## src/rtl/alu_seq_if.sv

```systemverilog
// Request channel between instruction decode and the ALU sequencer.
// One instruction is offered with req_valid and accepted on a clock edge
// where req_ready is high.
//   master: decode side, drives the request fields, observes req_ready
//   slave : sequencer side, samples the request fields, drives req_ready
interface alu_seq_if #(
  parameter int DATA_WIDTH    = 8,
  parameter int REG_IDX_WIDTH = 4,
  parameter int OPER_WIDTH    = 5
);
  logic                     req_valid;
  logic                     req_ready;
  logic [OPER_WIDTH-1:0]    req_oper;
  logic                     req_is_pair;
  logic                     req_no_wb;
  logic [REG_IDX_WIDTH-1:0] req_ra;
  logic [REG_IDX_WIDTH-1:0] req_rb;
  logic                     req_b_imm;
  logic [DATA_WIDTH-1:0]    req_imm;

  modport master (
    output req_valid, req_oper, req_is_pair, req_no_wb,
           req_ra, req_rb, req_b_imm, req_imm,
    input  req_ready
  );

  modport slave (
    input  req_valid, req_oper, req_is_pair, req_no_wb,
           req_ra, req_rb, req_b_imm, req_imm,
    output req_ready
  );
endinterface

```

## src/rtl/alu_seq.sv

```systemverilog
// alu_seq: multi-cycle sequencer on the operand/result side of the ALU.
// Accepts one ALU instruction, reads A (one or two registers) and B over a
// single register-file read port, drives the ALU from latched operands,
// captures result and flags, and writes the result back (8-bit or pair).
// Owns the architectural processor-flags register.
// Ports:
//   clk, rst            clock, synchronous active-high reset
//   req (slave)         instruction request handshake and fields
//   rd_idx / rd_data    register-file read port (combinational read)
//   wr_en/wr_idx/wr_data register-file write port
//   alu_*               operands to / results from the ALU
//   flags               architectural flags register
//   flags_load(_val)    external flags write, lower priority than EXEC
//   done                one-cycle pulse when the instruction retires
module alu_seq #(
  parameter int DATA_WIDTH    = 8,
  parameter int REG_IDX_WIDTH = 4,
  parameter int OPER_WIDTH    = 5,
  parameter int FLAGS_WIDTH   = 4
) (
  input  logic                     clk,
  input  logic                     rst,
  alu_seq_if.slave                 req,
  output logic [REG_IDX_WIDTH-1:0] rd_idx,
  input  logic [DATA_WIDTH-1:0]    rd_data,
  output logic                     wr_en,
  output logic [REG_IDX_WIDTH-1:0] wr_idx,
  output logic [DATA_WIDTH-1:0]    wr_data,
  output logic [OPER_WIDTH-1:0]    alu_oper,
  output logic [DATA_WIDTH-1:0]    alu_a_lo,
  output logic [DATA_WIDTH-1:0]    alu_a_hi,
  output logic [DATA_WIDTH-1:0]    alu_b,
  output logic [FLAGS_WIDTH-1:0]   alu_flags_in,
  input  logic [DATA_WIDTH-1:0]    alu_out_lo,
  input  logic [DATA_WIDTH-1:0]    alu_out_hi,
  input  logic [FLAGS_WIDTH-1:0]   alu_flags_out,
  output logic [FLAGS_WIDTH-1:0]   flags,
  input  logic                     flags_load,
  input  logic [FLAGS_WIDTH-1:0]   flags_load_val,
  output logic                     done
);

  typedef enum logic [2:0] {
    IDLE    = 3'd0,
    RD_A_LO = 3'd1,
    RD_A_HI = 3'd2,
    RD_B    = 3'd3,
    EXEC    = 3'd4,
    WB_LO   = 3'd5,
    WB_HI   = 3'd6
  } state_t;

  state_t                   state_r;
  logic                     req_ready_r;
  logic [OPER_WIDTH-1:0]    oper_r;
  logic                     is_pair_r;
  logic                     no_wb_r;
  logic [REG_IDX_WIDTH-1:0] ra_r;
  logic [REG_IDX_WIDTH-1:0] rb_r;
  logic                     b_imm_r;
  logic [DATA_WIDTH-1:0]    imm_r;
  logic [DATA_WIDTH-1:0]    a_lo_r;
  logic [DATA_WIDTH-1:0]    a_hi_r;
  logic [DATA_WIDTH-1:0]    b_r;
  logic [DATA_WIDTH-1:0]    result_hi_r;
  logic [FLAGS_WIDTH-1:0]   flags_r;
  logic [REG_IDX_WIDTH-1:0] rd_idx_r;
  logic                     wr_en_r;
  logic [REG_IDX_WIDTH-1:0] wr_idx_r;
  logic [DATA_WIDTH-1:0]    wr_data_r;
  logic                     done_r;

  // Low register of the destination: even register of the pair, or ra itself.
  function automatic logic [REG_IDX_WIDTH-1:0] lo_idx(
    input logic [REG_IDX_WIDTH-1:0] ra,
    input logic                     pair
  );
    logic [REG_IDX_WIDTH-1:0] idx;
    if (pair) begin
      idx = {ra[REG_IDX_WIDTH-1:1], 1'b0};
    end else begin
      idx = ra;
    end
    return idx;
  endfunction

  // High register of a pair: odd register, ra[0] ignored.
  function automatic logic [REG_IDX_WIDTH-1:0] hi_idx(
    input logic [REG_IDX_WIDTH-1:0] ra
  );
    return {ra[REG_IDX_WIDTH-1:1], 1'b1};
  endfunction

  // Sequencer FSM, operand/result latches and the flags register.
  always_ff @(posedge clk) begin
    if (rst) begin
      state_r     <= IDLE;
      req_ready_r <= 1'b1;
      oper_r      <= '0;
      is_pair_r   <= 1'b0;
      no_wb_r     <= 1'b0;
      ra_r        <= '0;
      rb_r        <= '0;
      b_imm_r     <= 1'b0;
      imm_r       <= '0;
      a_lo_r      <= '0;
      a_hi_r      <= '0;
      b_r         <= '0;
      result_hi_r <= '0;
      flags_r     <= '0;
      rd_idx_r    <= '0;
      wr_en_r     <= 1'b0;
      wr_idx_r    <= '0;
      wr_data_r   <= '0;
      done_r      <= 1'b0;
    end else begin
      // The ALU result owns the flags in EXEC; an external load then is dropped.
      if (state_r == EXEC) begin
        flags_r <= alu_flags_out;
      end else if (flags_load) begin
        flags_r <= flags_load_val;
      end else begin
        flags_r <= flags_r;
      end

      // rd_idx, wr_* and done are loaded one edge ahead so they are valid
      // throughout the state that uses them.
      case (state_r)
        IDLE: begin
          if (req.req_valid) begin
            oper_r      <= req.req_oper;
            is_pair_r   <= req.req_is_pair;
            no_wb_r     <= req.req_no_wb;
            ra_r        <= req.req_ra;
            rb_r        <= req.req_rb;
            b_imm_r     <= req.req_b_imm;
            imm_r       <= req.req_imm;
            a_hi_r      <= '0;
            rd_idx_r    <= lo_idx(req.req_ra, req.req_is_pair);
            req_ready_r <= 1'b0;
            state_r     <= RD_A_LO;
          end else begin
            req_ready_r <= 1'b1;
          end
        end
        RD_A_LO: begin
          a_lo_r <= rd_data;
          if (is_pair_r) begin
            rd_idx_r <= hi_idx(ra_r);
            state_r  <= RD_A_HI;
          end else begin
            rd_idx_r <= rb_r;
            state_r  <= RD_B;
          end
        end
        RD_A_HI: begin
          a_hi_r   <= rd_data;
          rd_idx_r <= rb_r;
          state_r  <= RD_B;
        end
        RD_B: begin
          b_r     <= b_imm_r ? imm_r : rd_data;
          done_r  <= no_wb_r;
          state_r <= EXEC;
        end
        EXEC: begin
          result_hi_r <= alu_out_hi;
          if (no_wb_r) begin
            done_r      <= 1'b0;
            req_ready_r <= 1'b1;
            state_r     <= IDLE;
          end else begin
            wr_en_r   <= 1'b1;
            wr_idx_r  <= lo_idx(ra_r, is_pair_r);
            wr_data_r <= alu_out_lo;
            done_r    <= ~is_pair_r;
            state_r   <= WB_LO;
          end
        end
        WB_LO: begin
          if (is_pair_r) begin
            wr_idx_r  <= hi_idx(ra_r);
            wr_data_r <= result_hi_r;
            done_r    <= 1'b1;
            state_r   <= WB_HI;
          end else begin
            wr_en_r     <= 1'b0;
            done_r      <= 1'b0;
            req_ready_r <= 1'b1;
            state_r     <= IDLE;
          end
        end
        WB_HI: begin
          wr_en_r     <= 1'b0;
          done_r      <= 1'b0;
          req_ready_r <= 1'b1;
          state_r     <= IDLE;
        end
        default: begin
          wr_en_r     <= 1'b0;
          done_r      <= 1'b0;
          req_ready_r <= 1'b1;
          state_r     <= IDLE;
        end
      endcase
    end
  end

  assign req.req_ready = req_ready_r;
  assign rd_idx        = rd_idx_r;
  assign wr_idx        = wr_idx_r;
  assign wr_data       = wr_data_r;
  // No write or retire may escape in a cycle where reset is asserted.
  assign wr_en         = wr_en_r & ~rst;
  assign done          = done_r & ~rst;
  assign alu_oper      = oper_r;
  assign alu_a_lo      = a_lo_r;
  assign alu_a_hi      = a_hi_r;
  assign alu_b         = b_r;
  assign alu_flags_in  = flags_r;
  assign flags         = flags_r;

endmodule

```

## src/flat_wrapper.sv

```systemverilog
// flat-port wrapper written by rule: the top's interface ports become plain ports
module alu_seq_flat 
#(
  parameter int DATA_WIDTH    = 8,
  parameter int REG_IDX_WIDTH = 4,
  parameter int OPER_WIDTH    = 5,
  parameter int FLAGS_WIDTH   = 4
)
  (clk, rst, rd_idx, rd_data, wr_en, wr_idx, wr_data, alu_oper, alu_a_lo, alu_a_hi, alu_b, alu_flags_in, alu_out_lo, alu_out_hi, alu_flags_out, flags, flags_load, flags_load_val, done, req_req_valid, req_req_oper, req_req_is_pair, req_req_no_wb, req_req_ra, req_req_rb, req_req_b_imm, req_req_imm, req_req_ready);
  alu_seq_if #(.DATA_WIDTH(DATA_WIDTH), .REG_IDX_WIDTH(REG_IDX_WIDTH), .OPER_WIDTH(OPER_WIDTH)) req_i ();
  input  logic clk;
  input  logic rst;
  output logic [REG_IDX_WIDTH-1:0] rd_idx;
  input  logic [DATA_WIDTH-1:0] rd_data;
  output logic wr_en;
  output logic [REG_IDX_WIDTH-1:0] wr_idx;
  output logic [DATA_WIDTH-1:0] wr_data;
  output logic [OPER_WIDTH-1:0] alu_oper;
  output logic [DATA_WIDTH-1:0] alu_a_lo;
  output logic [DATA_WIDTH-1:0] alu_a_hi;
  output logic [DATA_WIDTH-1:0] alu_b;
  output logic [FLAGS_WIDTH-1:0] alu_flags_in;
  input  logic [DATA_WIDTH-1:0] alu_out_lo;
  input  logic [DATA_WIDTH-1:0] alu_out_hi;
  input  logic [FLAGS_WIDTH-1:0] alu_flags_out;
  output logic [FLAGS_WIDTH-1:0] flags;
  input  logic flags_load;
  input  logic [FLAGS_WIDTH-1:0] flags_load_val;
  output logic done;
  input wire logic [$bits(req_i.req_valid)-1:0] req_req_valid;
  input wire logic [$bits(req_i.req_oper)-1:0] req_req_oper;
  input wire logic [$bits(req_i.req_is_pair)-1:0] req_req_is_pair;
  input wire logic [$bits(req_i.req_no_wb)-1:0] req_req_no_wb;
  input wire logic [$bits(req_i.req_ra)-1:0] req_req_ra;
  input wire logic [$bits(req_i.req_rb)-1:0] req_req_rb;
  input wire logic [$bits(req_i.req_b_imm)-1:0] req_req_b_imm;
  input wire logic [$bits(req_i.req_imm)-1:0] req_req_imm;
  output wire logic [$bits(req_i.req_ready)-1:0] req_req_ready;
  assign req_i.req_valid = req_req_valid;
  assign req_i.req_oper = req_req_oper;
  assign req_i.req_is_pair = req_req_is_pair;
  assign req_i.req_no_wb = req_req_no_wb;
  assign req_i.req_ra = req_req_ra;
  assign req_i.req_rb = req_req_rb;
  assign req_i.req_b_imm = req_req_b_imm;
  assign req_i.req_imm = req_req_imm;
  assign req_req_ready = req_i.req_ready;
  alu_seq #(.DATA_WIDTH(DATA_WIDTH), .REG_IDX_WIDTH(REG_IDX_WIDTH), .OPER_WIDTH(OPER_WIDTH), .FLAGS_WIDTH(FLAGS_WIDTH)) u_core (.clk(clk), .rst(rst), .req(req_i), .rd_idx(rd_idx), .rd_data(rd_data), .wr_en(wr_en), .wr_idx(wr_idx), .wr_data(wr_data), .alu_oper(alu_oper), .alu_a_lo(alu_a_lo), .alu_a_hi(alu_a_hi), .alu_b(alu_b), .alu_flags_in(alu_flags_in), .alu_out_lo(alu_out_lo), .alu_out_hi(alu_out_hi), .alu_flags_out(alu_flags_out), .flags(flags), .flags_load(flags_load), .flags_load_val(flags_load_val), .done(done));
endmodule
```

## config.mk

```make
export PLATFORM = sky130hd
export DESIGN_NAME = alu_seq_flat
export DESIGN_NICKNAME = d
export VERILOG_FILES = /design/src/rtl/alu_seq_if.sv /design/src/rtl/alu_seq.sv /design/src/flat_wrapper.sv
export SDC_FILE = /design/constraint.sdc
export NUM_CORES = 1
export LEC_CHECK = 0
export ABC_AREA = 1
export CELL_PAD_IN_SITES_DETAIL_PLACEMENT = 0
export CELL_PAD_IN_SITES_GLOBAL_PLACEMENT = 2
export CORE_UTILIZATION = 22
export CTS_CLUSTER_DIAMETER = 40
export DETAILED_ROUTE_END_ITERATION = 6
export PLACE_DENSITY = 0.85
export SYNTH_ARGS = -nofsm -noshare
export SYNTH_HDL_FRONTEND = slang
export SYNTH_SLANG_ARGS = --single-unit
```

## constraint.sdc

```tcl
create_clock -name clk -period 1.47 [get_ports clk]
set_clock_uncertainty 0.15 [all_clocks]
set_input_delay 0.294 -clock clk [delete_from_list [all_inputs] [get_ports clk]]
set_output_delay 0.294 -clock clk [all_outputs]
set_load 0.05 [all_outputs]
```

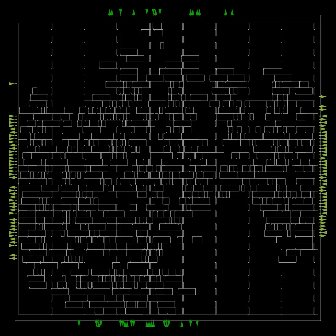
run_1/placement.png
final design utilization: 38.6%
Layout fillers: 1590

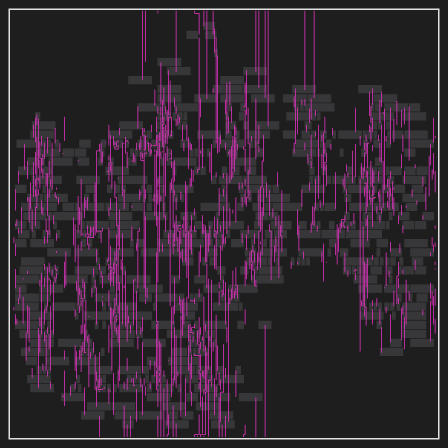
run_1/layer_met2.png
nets with wire on the layer	526
main direction	vertical
wire length on this layer	4820 um
share of all routed wire	46%
longest straight run	51.7 um

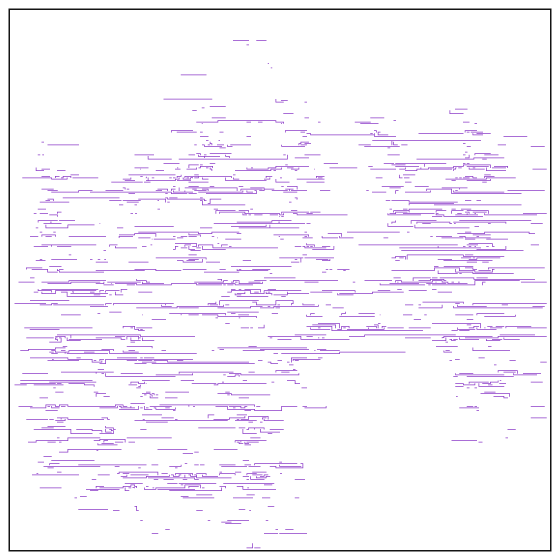
run_1/layer_met1.png
main direction	horizontal
nets with wire on the layer	555
wire length on this layer	4540 um

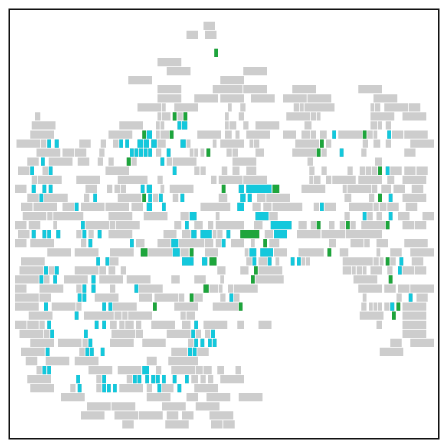
run_1/logic_types.png
family	color	cells
inverters	green	34
NAND gates	cyan	135

==> results.txt, run 1 <==
Results of an implementation run.

The run finished with clean final reports. By instance count after routing, the leading logic cell type is nand2_1. Timing would allow up to 709 MHz. The final weighted congestion of routability-driven global placement is 0.774. Once the clock tree was built, the resizer swapped 4 gates to a different size.

The report lists the number of standard-cell rows as 45. By startpoint and endpoint, the worst setup path is classified as reg2reg. According to the Yosys statistics, the synthesized design has a chip area of 3520 um2. The multi-input logic area is 1540 um2. The number of ports placed on the die boundary is 116. The count of buffering cells on the critical path with inverters included is 4. The clock input transition at the sequential cells of the worst setup and hold paths is 0.06 ns. Looking at hold timing, the worst path starts from rst.

For met3 alone, demand over resource in global routing was 5.70%. The worst register-to-register path ends at u_core.req.req_ready. The total number of cells along the worst setup path is 9. The clock network power reported by the tool is 2.26 mW.

Detailed routing inserted a total of 3471 vias. The number of nets in the layout is 654. Data on the critical path arrives at its endpoint at 1.49 ns.

The xor-xnor portion of the synthesized cell area is 0%. Once iteration 0 of detailed routing completed, the report listed 172 DRC markers. The minimum clock period after layout is 1.41 ns. The worst-case IR drop observed on VDD is 0.000862 V.

Per the detail_route log, met2 wirelength is 4820 um. The synthesized instance count is 463. For reference, the post-synthesis area per instance comes to 7.60 um2. The required time at the worst endpoint is listed as 1.55 ns. For this design, the CTS-stage hold fixing added 0 buffers. The first-pass GRT wire length is 17100 um. The total routed wire length on the met1 layer is 4540 um. The script extracted a net switching power of 2.35 mW. The aggregate negative setup slack is 0 ns. The slowest stage cell on the critical path is dfxtp_2. The share of the synthesized area in the top cell type is 46.6%. After detailed routing, the number of remaining DRC violations is 0. The final tally of hold violations is 0. The share of total power dissipated in the clock network is 31.2%. The script extracted a total leakage power of 2.35 nW. Sequential cells placed in the final layout were counted as 82. The number of diodes added for antenna fixing is 1. After synthesis, the design contains 463 cells according to Yosys. From synthesis to final layout, the design area changed by 69.3%.
==> run 1 -> run 2 <==
--- a/config.mk
+++ b/config.mk
@@ -8,10 +8,12 @@
 export ABC_AREA = 1
 export CELL_PAD_IN_SITES_DETAIL_PLACEMENT = 0
 export CELL_PAD_IN_SITES_GLOBAL_PLACEMENT = 2
+export CORE_MARGIN = 10
 export CORE_UTILIZATION = 22
 export CTS_CLUSTER_DIAMETER = 40
 export DETAILED_ROUTE_END_ITERATION = 6
 export PLACE_DENSITY = 0.85
+export REMOVE_ABC_BUFFERS = 1
 export SYNTH_ARGS = -nofsm -noshare
 export SYNTH_HDL_FRONTEND = slang
 export SYNTH_SLANG_ARGS = --single-unit
==> results.txt, run 2 <==
Results of an implementation run.

The net count of the finished layout is 660. Measured on the finished design, the core utilization comes to 39.5%. The number of placement rows is 46. The synthesized instance count is 463. In the final timing run, aggregate negative setup slack is 0 ns. The arrival time at the worst endpoint is 1.56 ns. Leaving out buffers and inverters, the combinational logic in the layout accounts for 1670 um2. The proportion of power drawn by the clock network is 33.5%. Per the detail_route report, the via count comes to 3499.

The reported leakage power is 2.42 nW. Per the timing report, the achievable frequency comes out to 696 MHz. Relative to the synthesized area, the layout overhead comes to 76.8%. The critical path is of the reg2reg type. The smallest clock period supported by the final layout is computed as 1.44 ns. Post-synthesis, Yosys gives the total cell area as 3520 um2. The slowest stage cell on the critical path is dfxtp_2. The count of hold-fix buffers inserted at cts is 0.

The flow ran to the end, and the final reports show no timing, DRC or antenna violations. The total routed wire length on the met1 layer is 5190 um. The endpoint of the worst register-to-register path is u_core.alu_a_hi[0].
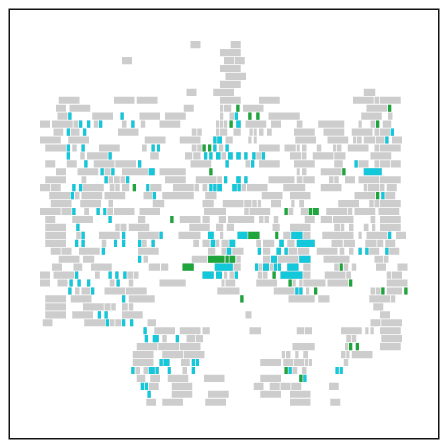
run_2/logic_types.png
family	color	cells
NAND gates	cyan	136
inverters	green	34

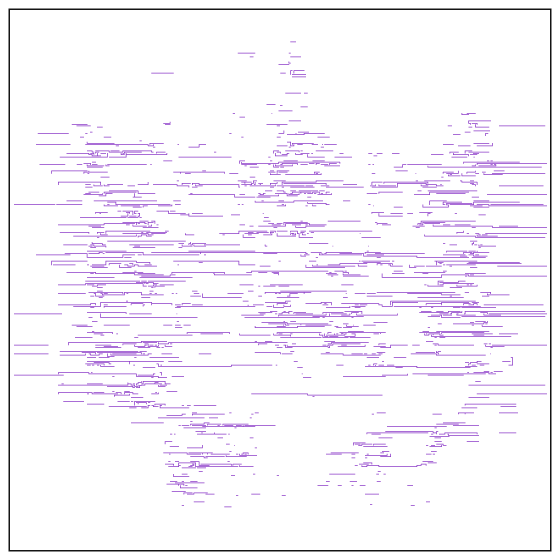
run_2/layer_met1.png
wire length on this layer	5190 um
main direction	horizontal
nets with wire on the layer	597
share of all routed wire	43%
longest straight run	41.9 um

==> run 2 -> run 3 <==
--- a/config.mk
+++ b/config.mk
@@ -9,11 +9,13 @@
 export CELL_PAD_IN_SITES_DETAIL_PLACEMENT = 0
 export CELL_PAD_IN_SITES_GLOBAL_PLACEMENT = 2
 export CORE_MARGIN = 10
-export CORE_UTILIZATION = 22
+export CORE_UTILIZATION = 31
 export CTS_CLUSTER_DIAMETER = 40
 export DETAILED_ROUTE_END_ITERATION = 6
-export PLACE_DENSITY = 0.85
+export DONT_BUFFER_PORTS = 1
+export PLACE_DENSITY = 0.86
 export REMOVE_ABC_BUFFERS = 1
 export SYNTH_ARGS = -nofsm -noshare
 export SYNTH_HDL_FRONTEND = slang
 export SYNTH_SLANG_ARGS = --single-unit
+export TNS_END_PERCENT = 30
==> results.txt, run 3 <==
Results of an implementation run.

The flow ran to the end, but the final reports show violations. The checks that failed: hold timing. The layout sequential cell count is 82. The count of instances resized after the clock tree is built is 5.

The total number of cells along the worst setup path is 0. Summing the areas of all xor and xnor instances in the mapped netlist gives 0% of the synthesized area. The worst min-delay path startpoint is rd_data[6]. Global routing consumed, on the met3 layer, 6.25% of the routing resources. The number of filler cells placed in the layout is 1109. The clock input transition at the sequential cells of the worst setup and hold paths is 0.06 ns.

The report puts the hold buffer count at CTS at 32. The remaining design rule violation count is 0. The synthesized instance count is 463. The final weighted congestion of routability-driven global placement is 0.831. Endpoints failing hold in the final report were tallied at 1. For this design the top-level I/O count stands at 116. The worst hold slack across all endpoints is -0.000598 ns.

The reported leakage power is 1.98 nW. The number of placement rows is 38. Clock network power for this build is 2.38 mW. The net switching power is 2.24 mW.

The finished layout reports a core utilization of 43.4%. Per the timing report, the achievable frequency comes out to 696 MHz. Per the synthesis report, the single largest cell type by area occupies 46.6% of cell area. STA puts the critical path data arrival time at 0.99 ns.

For this block, the initial DRC count from the detailed router was 163. The aggregate negative setup slack is 0 ns. The final antenna diode tally reported by the flow is 1. In this run the critical register-to-register path is captured at u_core.alu_a_hi[4]. The multi-input logic area is 1540 um2.
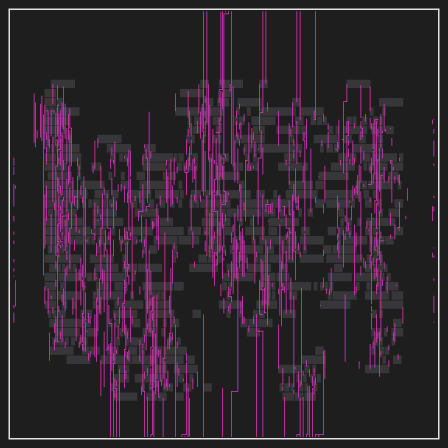
run_3/layer_met2.png
main direction	vertical
nets with wire on the layer	469

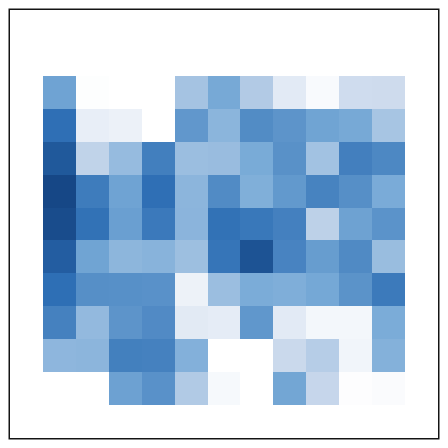
run_3/cell_density.png
The die is cut into 13 by 13 equal tiles; white is low, dark blue is high, 0 to 100% covered.
nearly empty tiles	41%
fullest tile	91%
densest ninth of the die	middle
emptiest ninth of the die	top left
mean over tiles	29%
tiles over 75% full	3.0%

Power is estimated from default activity; no workload was simulated.
